--- src/rtl/rns_exec_pipe_pkg.sv ---
// Shared definitions for the RNS execution pipeline.
//   RNS_NUM_DOMAINS / RNS_DATA_WID : default channel count and residue width
//   RNS_MODULI                     : default packed moduli, field d = modulus of domain d
//   rns_op_e                       : operation encodings carried on in_op
package rns_exec_pipe_pkg;

    localparam int unsigned RNS_NUM_DOMAINS = 2;
    localparam int unsigned RNS_DATA_WID    = 8;

    // Domain 1 = 129, domain 0 = 256 (lowest field is domain 0).
    localparam logic [RNS_NUM_DOMAINS*(RNS_DATA_WID+1)-1:0] RNS_MODULI = {9'd129, 9'd256};

    typedef enum logic [1:0] {
        OP_ADD  = 2'b00,
        OP_SUB  = 2'b01,
        OP_MUL  = 2'b10,
        OP_PASS = 2'b11
    } rns_op_e;

endpackage

--- src/rtl/rns_exec_pipe_mod_reduce.sv ---
// rns_mod_reduce: reduces a 2*DATA_WID-bit value modulo a constant MODULUS.
//   i_val : value to reduce
//   o_res : i_val mod MODULUS, always < MODULUS
// A modulus of exactly 2^DATA_WID is handled by truncation, so no divider
// is built for such domains.
module rns_mod_reduce #(
    parameter int unsigned DATA_WID = 8,
    parameter int unsigned MODULUS  = 256
) (
    input  logic [2*DATA_WID-1:0] i_val,
    output logic [DATA_WID-1:0]   o_res
);

    localparam int unsigned W = DATA_WID;

    generate
        if (MODULUS == (32'd1 << W)) begin : g_trunc
            logic w_unused_hi;
            assign w_unused_hi = ^i_val[2*W-1:W];
            assign o_res       = i_val[W-1:0];
        end else begin : g_div
            localparam logic [2*W-1:0] M_EXT = (2*W)'(MODULUS);
            logic [2*W-1:0] w_rem;
            logic           w_unused_hi;
            assign w_rem       = i_val % M_EXT;
            // Remainder is below MODULUS < 2^W, so the upper half is always zero.
            assign w_unused_hi = ^w_rem[2*W-1:W];
            assign o_res       = w_rem[W-1:0];
        end
    endgenerate

endmodule

--- src/rtl/rns_exec_pipe.sv ---
// rns_exec_pipe: three-stage residue-number-system ALU pipeline.
//   clk, reset            : clock, asynchronous active-high reset
//   in_valid/in_ready     : operation handshake; in_op, in_a, in_b, in_tag payload
//   flush                 : synchronous kill of every in-flight operation
//   out_valid/out_ready   : result handshake; out_res, out_tag, out_err payload
//   occupancy             : number of valid stages (0..3)
// S1 holds operands, S2 the unreduced per-domain result, S3 the reduced result.
module rns_exec_pipe
    import rns_exec_pipe_pkg::*;
#(
    parameter int unsigned NUM_DOMAINS = RNS_NUM_DOMAINS,
    parameter int unsigned DATA_WID    = RNS_DATA_WID,
    parameter logic [NUM_DOMAINS*(DATA_WID+1)-1:0] MODULI = RNS_MODULI,
    parameter int unsigned TAG_WID     = 4
) (
    input  logic                            clk,
    input  logic                            reset,
    input  logic                            in_valid,
    output logic                            in_ready,
    input  logic [1:0]                      in_op,
    input  logic [NUM_DOMAINS*DATA_WID-1:0] in_a,
    input  logic [NUM_DOMAINS*DATA_WID-1:0] in_b,
    input  logic [TAG_WID-1:0]              in_tag,
    input  logic                            flush,
    output logic                            out_valid,
    input  logic                            out_ready,
    output logic [NUM_DOMAINS*DATA_WID-1:0] out_res,
    output logic [TAG_WID-1:0]              out_tag,
    output logic [NUM_DOMAINS-1:0]          out_err,
    output logic [1:0]                      occupancy
);

    localparam int unsigned W  = DATA_WID;
    localparam int unsigned N  = NUM_DOMAINS;
    localparam int unsigned MW = DATA_WID + 1;

    // Stage 1
    logic               r_s1_valid;
    rns_op_e            r_s1_op;
    logic [N*W-1:0]     r_s1_a;
    logic [N*W-1:0]     r_s1_b;
    logic [TAG_WID-1:0] r_s1_tag;

    // Stage 2
    logic               r_s2_valid;
    logic [N*2*W-1:0]   r_s2_raw;
    logic [N-1:0]       r_s2_err;
    logic [TAG_WID-1:0] r_s2_tag;

    // Stage 3
    logic               r_s3_valid;
    logic [N*W-1:0]     r_s3_res;
    logic [N-1:0]       r_s3_err;
    logic [TAG_WID-1:0] r_s3_tag;

    logic               w_adv;
    logic [N*2*W-1:0]   w_raw;
    logic [N-1:0]       w_err;
    logic [N*W-1:0]     w_red;

    assign w_adv     = !r_s3_valid || out_ready;
    assign in_ready  = w_adv && !flush;

    assign out_valid = r_s3_valid;
    assign out_res   = r_s3_res;
    assign out_tag   = r_s3_tag;
    assign out_err   = r_s3_err;
    assign occupancy = {1'b0, r_s1_valid} + {1'b0, r_s2_valid} + {1'b0, r_s3_valid};

    generate
        for (genvar d = 0; d < N; d++) begin : g_dom
            localparam logic [MW-1:0]  M_D = MODULI[d*MW +: MW];
            localparam logic [2*W-1:0] M_X = (2*W)'(M_D);

            logic [W-1:0]   w_a;
            logic [W-1:0]   w_b;
            logic [W-1:0]   w_ar;
            logic [W-1:0]   w_br;
            logic [2*W-1:0] w_ax;
            logic [2*W-1:0] w_bx;
            logic [2*W-1:0] w_res;

            assign w_a = r_s1_a[d*W +: W];
            assign w_b = r_s1_b[d*W +: W];

            // Operands are canonicalised first so that every raw result
            // fits in 2*W bits and one reduction finishes the job.
            if (M_D == {1'b1, {W{1'b0}}}) begin : g_pow2
                assign w_ar = w_a;
                assign w_br = w_b;
            end else begin : g_gen
                localparam logic [W-1:0] M_W = M_D[W-1:0];
                assign w_ar = w_a % M_W;
                assign w_br = w_b % M_W;
            end

            assign w_err[d] = ({1'b0, w_a} >= M_D) || ({1'b0, w_b} >= M_D);
            assign w_ax     = {{W{1'b0}}, w_ar};
            assign w_bx     = {{W{1'b0}}, w_br};

            always_comb begin
                w_res = w_ax;
                case (r_s1_op)
                    OP_ADD:  w_res = w_ax + w_bx;
                    OP_SUB:  w_res = w_ax + M_X - w_bx;
                    OP_MUL:  w_res = w_ax * w_bx;
                    default: w_res = w_ax;
                endcase
            end

            assign w_raw[d*2*W +: 2*W] = w_res;

            rns_mod_reduce #(
                .DATA_WID (W),
                .MODULUS  (32'(M_D))
            ) u_reduce (
                .i_val (r_s2_raw[d*2*W +: 2*W]),
                .o_res (w_red[d*W +: W])
            );
        end
    endgenerate

    always_ff @(posedge clk or posedge reset) begin
        if (reset) begin
            r_s1_valid <= 1'b0;
            r_s1_op    <= OP_ADD;
            r_s1_a     <= '0;
            r_s1_b     <= '0;
            r_s1_tag   <= '0;
            r_s2_valid <= 1'b0;
            r_s2_raw   <= '0;
            r_s2_err   <= '0;
            r_s2_tag   <= '0;
            r_s3_valid <= 1'b0;
            r_s3_res   <= '0;
            r_s3_err   <= '0;
            r_s3_tag   <= '0;
        end else begin
            if (w_adv) begin
                r_s1_op  <= rns_op_e'(in_op);
                r_s1_a   <= in_a;
                r_s1_b   <= in_b;
                r_s1_tag <= in_tag;
                r_s2_raw <= w_raw;
                r_s2_err <= w_err;
                r_s2_tag <= r_s1_tag;
                r_s3_res <= w_red;
                r_s3_err <= r_s2_err;
                r_s3_tag <= r_s2_tag;
            end
            // Flush overrides a stalled output: valids drop even when adv=0.
            if (flush) begin
                r_s1_valid <= 1'b0;
                r_s2_valid <= 1'b0;
                r_s3_valid <= 1'b0;
            end else if (w_adv) begin
                r_s1_valid <= in_valid;
                r_s2_valid <= r_s1_valid;
                r_s3_valid <= r_s2_valid;
            end
        end
    end

endmodule

--- config.mk ---
export PLATFORM = sky130hd
export DESIGN_NAME = rns_exec_pipe
export DESIGN_NICKNAME = d
export VERILOG_FILES = /design/src/rtl/rns_exec_pipe_pkg.sv /design/src/rtl/rns_exec_pipe_mod_reduce.sv /design/src/rtl/rns_exec_pipe.sv
export SDC_FILE = /design/constraint.sdc
export NUM_CORES = 1
export LEC_CHECK = 0
export CAP_MARGIN = 30
export CORE_ASPECT_RATIO = 0.6
export CORE_UTILIZATION = 40
export CTS_BUF_LIST = sky130_fd_sc_hd__clkbuf_2
export CTS_CLUSTER_SIZE = 16
export DETAILED_ROUTE_END_ITERATION = 10
export HOLD_SLACK_MARGIN = 0.08
export REMOVE_ABC_BUFFERS = 1
export SYNTH_ARGS = -nofsm -noshare
export SYNTH_HDL_FRONTEND = slang
export SYNTH_SLANG_ARGS = --single-unit
--- constraint.sdc ---
create_clock -name clk -period 20 [get_ports clk]
set_input_delay 3 -clock clk [delete_from_list [all_inputs] [get_ports clk]]
set_output_delay 3 -clock clk [all_outputs]
set_load 0.005 [all_outputs]
==> run_1/layers.png <==
Scale: 3 px per um. Two of the layers only.
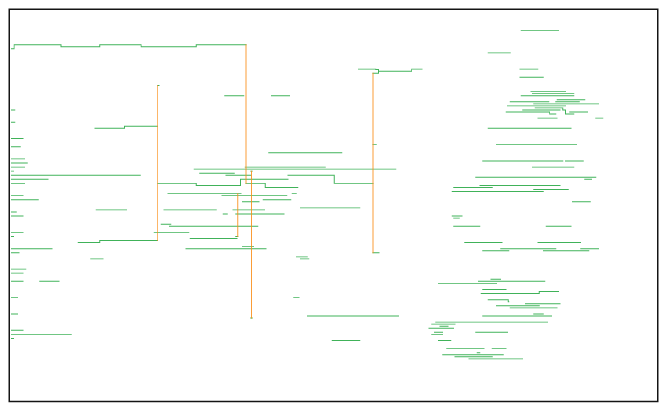
Key: M3 = green [wire length 1690 um]; M4 = orange [wire length 221 um]

==> run_1/ff_map.png <==
Scale: 3 px per um. Other sequential cells in the stronger grey, the rest of the logic in the fainter grey.
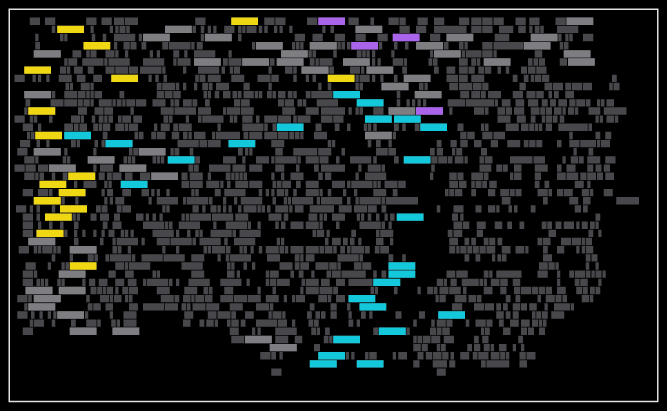
Key: r_s1_a = yellow [flops 16]; out_tag = purple [flops 4, where top middle]; r_s2_raw = cyan [flops 24]
Another 47 sequential cells are not coloured.

==> run_1/m1.png <==
Scale: 3 px per um. Supply wires on this layer in grey.
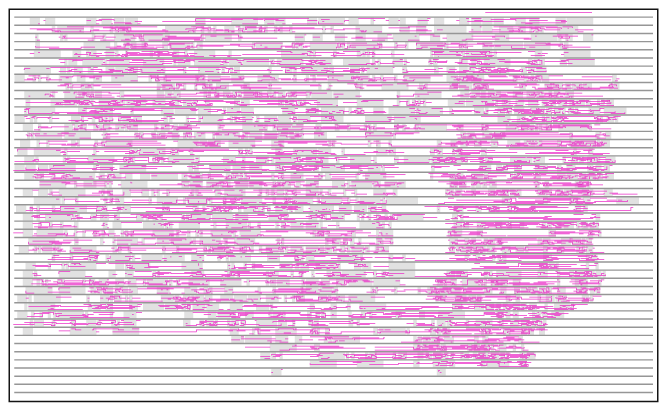
The wires run mostly horizontal. The layer holds 55% of the routed length. 1471 nets have wire on it.

==> metrics.csv, run 1 <==
stage,metric,value,unit
outcome,status,"finished, final reports clean",
timing,unrepaired setup endpoints after global routing,no,
finish,most frequent cells in the layout,"258 x nand2_1, 135 x inv_1, 116 x nor2_1",
global_route,vias in the first global route,8791,
finish,top cell category,combinational gates,
timing,final setup fails,0,
finish,layout cell share with drive strength beyond 1,5.87,%
global_route,gr ovfl total,0,
finish,logic share of the area,65.8,%
worst_setup_path,worst path bufs/invs,0,
route,via count,9611,
logic_synthesis,Synth flops,91,
placement,input/output buffers,67,
worst_setup_path,worst setup path endpoint,out_res[13],
timing,Layout Skew,0.0534,ns
route,max layer used,met4,
floorplan,floorplan utilization,41.1,%
route,Routed WL per cell,16.2,um
worst_setup_path,reg2reg path depth,29,
finish,Seq. cell area,2280,um^2
finish,design area,12100,um^2
route,wire length on met3,1.69,mm
logic_synthesis,sequential-to-total area share from yosys stat,20.8,%
logic_synthesis,yosys adder share,20.8,%
floorplan,Tap Count,360,
finish,Clock buffer cells,9,
floorplan,Die Y,130,um
min_path,hold crit path type,reg -> reg,
global_route,pin count of the biggest net entering global routing,77,
floorplan,std cell rows,46,
logic_synthesis,Logic family by area,simple AND/OR/NAND/NOR gates,
pwr,PwrDens,123,nW/um^2
logic_synthesis,distinct lib cells,109,
pwr,NetSw,0.769,mW
route,DR pass1 iterations,5,
placement,Placed Cells,1759,
timing,Fin. Hold Viols,0,
pwr,seq pwr,0.276,mW
finish,Largest Register,r_s2_raw,
worst_setup_path,CP Capture Type,flop,
worst_setup_path,FF-to-FF Start,r_s2_raw[27],
timing,setup TNS,0,ns
min_path,Worst Hold Path EP,out_tag[2],
finish,Signal buf overhead,6.12,%
global_route,initial antenna violation count,0,
finish,Layout Nets,1603,
finish,Non-clk bufs,76,
route,Antenna Nets Post-Route,0,
worst_setup_path,Crit Path Category,reg -> reg,
timing,Worst slew margin,39.6,%
timing,Final min period,9.37,ns
finish,Top cell excl fill/tap,nand2_1,
finish,Final Util,45.3,%
logic_synthesis,synth warn,0,
route,DRC viols,0,
logic_synthesis,Basic Gates by Area,24.0,%
worst_setup_path,"Largest stage delay, worst path",0.67,ns
timing,worst slew pin tran,0.897,ns
floorplan,Top Ports,69,
finish,logic area,7940,um^2
clock_network,H-tree depth,3,
clock_network,Sink Count,91,
pwr,Clock power frac,8.0,%
pwr,switching share of power,52.0,%
worst_setup_path,R2R Setup Slk,10.63,ns
worst_setup_path,"Data arrival, critical path",9.94,ns
worst_setup_path,CP dominant cell by count,nor3_1,
global_route,first-pass GRT wire length,47.2,mm
placement,DP HPWL,22.7,mm
route,Total Wirelength,28.7,mm
logic_synthesis,Post-synth area hogs,"dfrtp_1 21%, ha_1 11%, fa_1 9.7%, nand2_1 8.8%, inv_1 4.7%",
global_route,GR Util met2,28.1,%
clock_network,"Clk pin slew, worst setup/hold paths",0.28,ns
finish,flop count,91,
finish,clk cell area share,1.20,%
clock_network,number of gates resized after CTS,0,
worst_setup_path,Crit. Startpoint,r_s2_raw[27],
finish,number of flip-flops in the largest register,24,
finish,fillers,2716,
finish,Multi-Input Combinational,1095,
finish,"non-filler cells, final",1775,
clock_network,CTS Buffer Depth,2,
timing,Final Max Tran Viols,0,
logic_synthesis,Area leader share,20.8,%
logic_synthesis,synthesized instance count,1378,
route,met2 wire len,10.9,mm
logic_synthesis,mux share,2.53,%
min_path,worst hold start,r_s2_tag[2],
clock_network,Root Buffer,clkbuf_2,
floorplan,core box area,26600,um^2
timing,fmax,107,MHz
pwr,P_int,0.712,mW
worst_setup_path,Crit-path slowest cell,dfrtp_1,
min_path,Worst Hold Depth,2,
clock_network,CTS tree,yes,
placement,placer congestion estimate,0.938,
logic_synthesis,top-count cell post-synth,nand2_1,
finish,area grow syn2layout,10.1,%
pwr,register share of total power,18.6,%
logic_synthesis,"area leader, netlist",dfrtp_1,
==> inputs of run 2 (changes only) <==
Clock period 20 ns to 9.59 ns, I/O delays scaled along.
==> run_2/layers.png <==
Scale: 3 px per um. Two of the layers only.
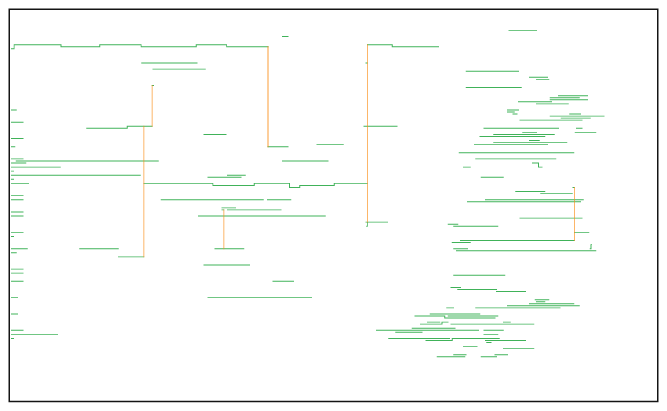
Key: M3 = green [wire length 1720 um]; M4 = orange [wire length 180 um]
via count: 9643
GRT Total Usage: 21.1%
Routed WL per cell: 16.3 um
Total Wirelength: 29.0 mm

==> run_2/m4.png <==
Scale: 3 px per um. Supply wires on this layer in grey.
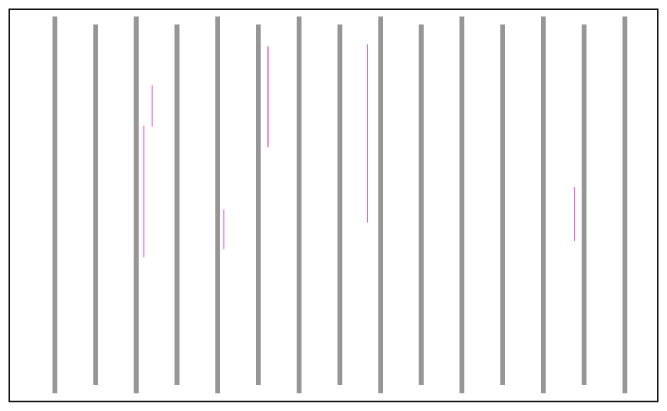
The wires run mostly vertical. The longest straight run is 59.2 um. 4 nets have wire on it.

==> run 2 against run 1 <==
  * First-iteration DRC count up 12%
  * Clock power increased by 54%
  * Sequential share of layout area hardly changed
  * Sequential power is 110% higher
  * Setup slack worse by 10 ns
  * Maximum frequency is 5.1% higher
  * Register-to-register slack lost 10 ns
  * Critical path depth is 1 lower
  * Core utilization is 0.085 points lower
  * Critical path type unchanged
  * Critical endpoint unchanged
==> metrics.csv, run 2 <==
stage,metric,value,unit
route,DRC viols,0,
worst_setup_path,critical path launch point type,flop,
placement,Placed Area,11900,um^2
global_route,GR Util met2,28.6,%
finish,Clock buffer cells,9,
floorplan,die footprint,28100,um^2
finish,Seq/total area,18.9,%
clock_network,CTS tree,yes,
worst_setup_path,R2R Setup Slk,0.67,ns
worst_setup_path,CP Capture Type,flop,
clock_network,"Clk pin slew, worst setup/hold paths",0.27,ns
floorplan,Die Y,130,um
placement,Placed Cells,1763,
worst_setup_path,"Largest stage delay, worst path",0.66,ns
min_path,Worst Hold Depth,2,
timing,Worst slew margin,27.9,%
logic_synthesis,Logic family by area,simple AND/OR/NAND/NOR gates,
timing,Final Max Tran Viols,0,
logic_synthesis,syn avg cell area,7.95,um^2
clock_network,number of gates resized after CTS,0,
finish,Largest Register,r_s2_raw,
route,met2 wire len,11.3,mm
finish,Top cell excl fill/tap,nand2_1,
floorplan,Top Ports,69,
clock_network,Root Buffer,clkbuf_2,
logic_synthesis,synth warn,0,
pwr,register share of total power,18.7,%
placement,pre-CTS setup slack,0.693,ns
route,initial DRC count,827,
logic_synthesis,"area leader, netlist",dfrtp_1,
finish,Multi-Input Combinational,1095,
worst_setup_path,Crit Path Category,reg -> reg,
worst_setup_path,worst path bufs/invs,0,
timing,final setup fails,0,
logic_synthesis,yosys adder share,20.8,%
finish,Seq. cell area,2280,um^2
timing,final hold slack,0.502,ns
logic_synthesis,yosys cell count,1378,
logic_synthesis,"Compound Share, Synth",18.7,%
floorplan,Tap Count,360,
logic_synthesis,Synth Area in XOR/XNOR,6.22,%
pwr,switching share of power,52.6,%
logic_synthesis,top-count cell post-synth,nand2_1,
global_route,gr ovfl total,0,
finish,layout cell share with drive strength beyond 1,5.99,%
logic_synthesis,synthesized instance count,1378,
logic_synthesis,sequential-to-total area share from yosys stat,20.8,%
floorplan,floorplan utilization,41.1,%
finish,logic area,7940,um^2
global_route,vias in the first global route,8942,
route,wire length on met3,1.72,mm
logic_synthesis,Basic Gates by Area,24.0,%
finish,Layout Nets,1607,
route,wl on met1,15.7,mm
global_route,GRT met1 Usage,34.1,%
timing,worst slew pin tran,1.07,ns
finish,design area,12000,um^2
clock_network,CTS Hold Bufs,0,
global_route,pin count of the biggest net entering global routing,77,
finish,clk cell area share,0.717,%
logic_synthesis,Synth flops,91,
pwr,part of the power in combinational logic,75.3,%
pwr,Clock group,0.182,mW
timing,Tcrit/Tclk final,93.0,%
placement,DP HPWL,23.0,mm
finish,Signal buf overhead,6.38,%
logic_synthesis,distinct lib cells,109,
finish,most frequent cells in the layout,"258 x nand2_1, 135 x inv_1, 116 x nor2_1",
pwr,Pwr Total,3.05,mW
worst_setup_path,"Data arrival, critical path",9.50,ns
worst_setup_path,CP required,10.17,ns
pwr,seq pwr,0.570,mW
logic_synthesis,flip-flops with a built-in enable,0,
route,Antenna Nets Post-Route,0,
worst_setup_path,Crit. Startpoint,r_s2_raw[25],
global_route,grt met3 use,3.61,%
route,DR pass1 iterations,5,
pwr,P_int,1.45,mW
timing,unrepaired setup endpoints after global routing,no,
global_route,first-pass GRT wire length,47.5,mm
finish,Non-clk bufs,80,
worst_setup_path,reg2reg path depth,28,
clock_network,CTS Buffer Depth,2,
floorplan,std cell rows,46,
finish,area grow syn2layout,9.85,%
finish,flop count,91,
global_route,initial antenna violation count,0,
worst_setup_path,Crit-path slowest cell,or4b_4,
pwr,NetSw,1.61,mW
timing,Final min period,8.92,ns
timing,setup ws final,0.670,ns
logic_synthesis,YS chip area,11000,um^2
outcome,status,"finished, final reports clean",
finish,"non-filler cells, final",1779,
run,OpenROAD warnings,44,
placement,input/output buffers,67,
logic_synthesis,Area leader share,20.8,%
logic_synthesis,Post-synth area hogs,"dfrtp_1 21%, ha_1 11%, fa_1 9.7%, nand2_1 8.8%, inv_1 4.7%",
pwr,VDD IR max,187,uV
placement,placer congestion estimate,0.932,
global_route,grt peak-use layer,met1,
finish,fillers,2672,
worst_setup_path,worst setup path endpoint,out_res[13],
timing,Fin. Hold Viols,0,
clock_network,Sink Count,91,
worst_setup_path,FF-to-FF Start,r_s2_raw[25],
pwr,PwrDens,254,nW/um^2
clock_network,H-tree depth,3,
route,max layer used,met4,
timing,Layout Skew,0.0340,ns
min_path,worst hold start,r_s2_tag[0],
timing,fmax,112,MHz
floorplan,core box area,26600,um^2
logic_synthesis,mux share,2.53,%
timing,setup TNS,0,ns
pwr,Pwr top,combinational cells,
min_path,hold crit path type,reg -> reg,
pwr,Clock power frac,6.0,%
clock_network,CTS buffer count,9,
finish,top cell category,combinational gates,
min_path,Worst Hold Path EP,r_s2_tag[0],
finish,Final Util,45.2,%
finish,logic share of the area,66.0,%
finish,number of flip-flops in the largest register,24,
Power is estimated from default activity; no workload was simulated.
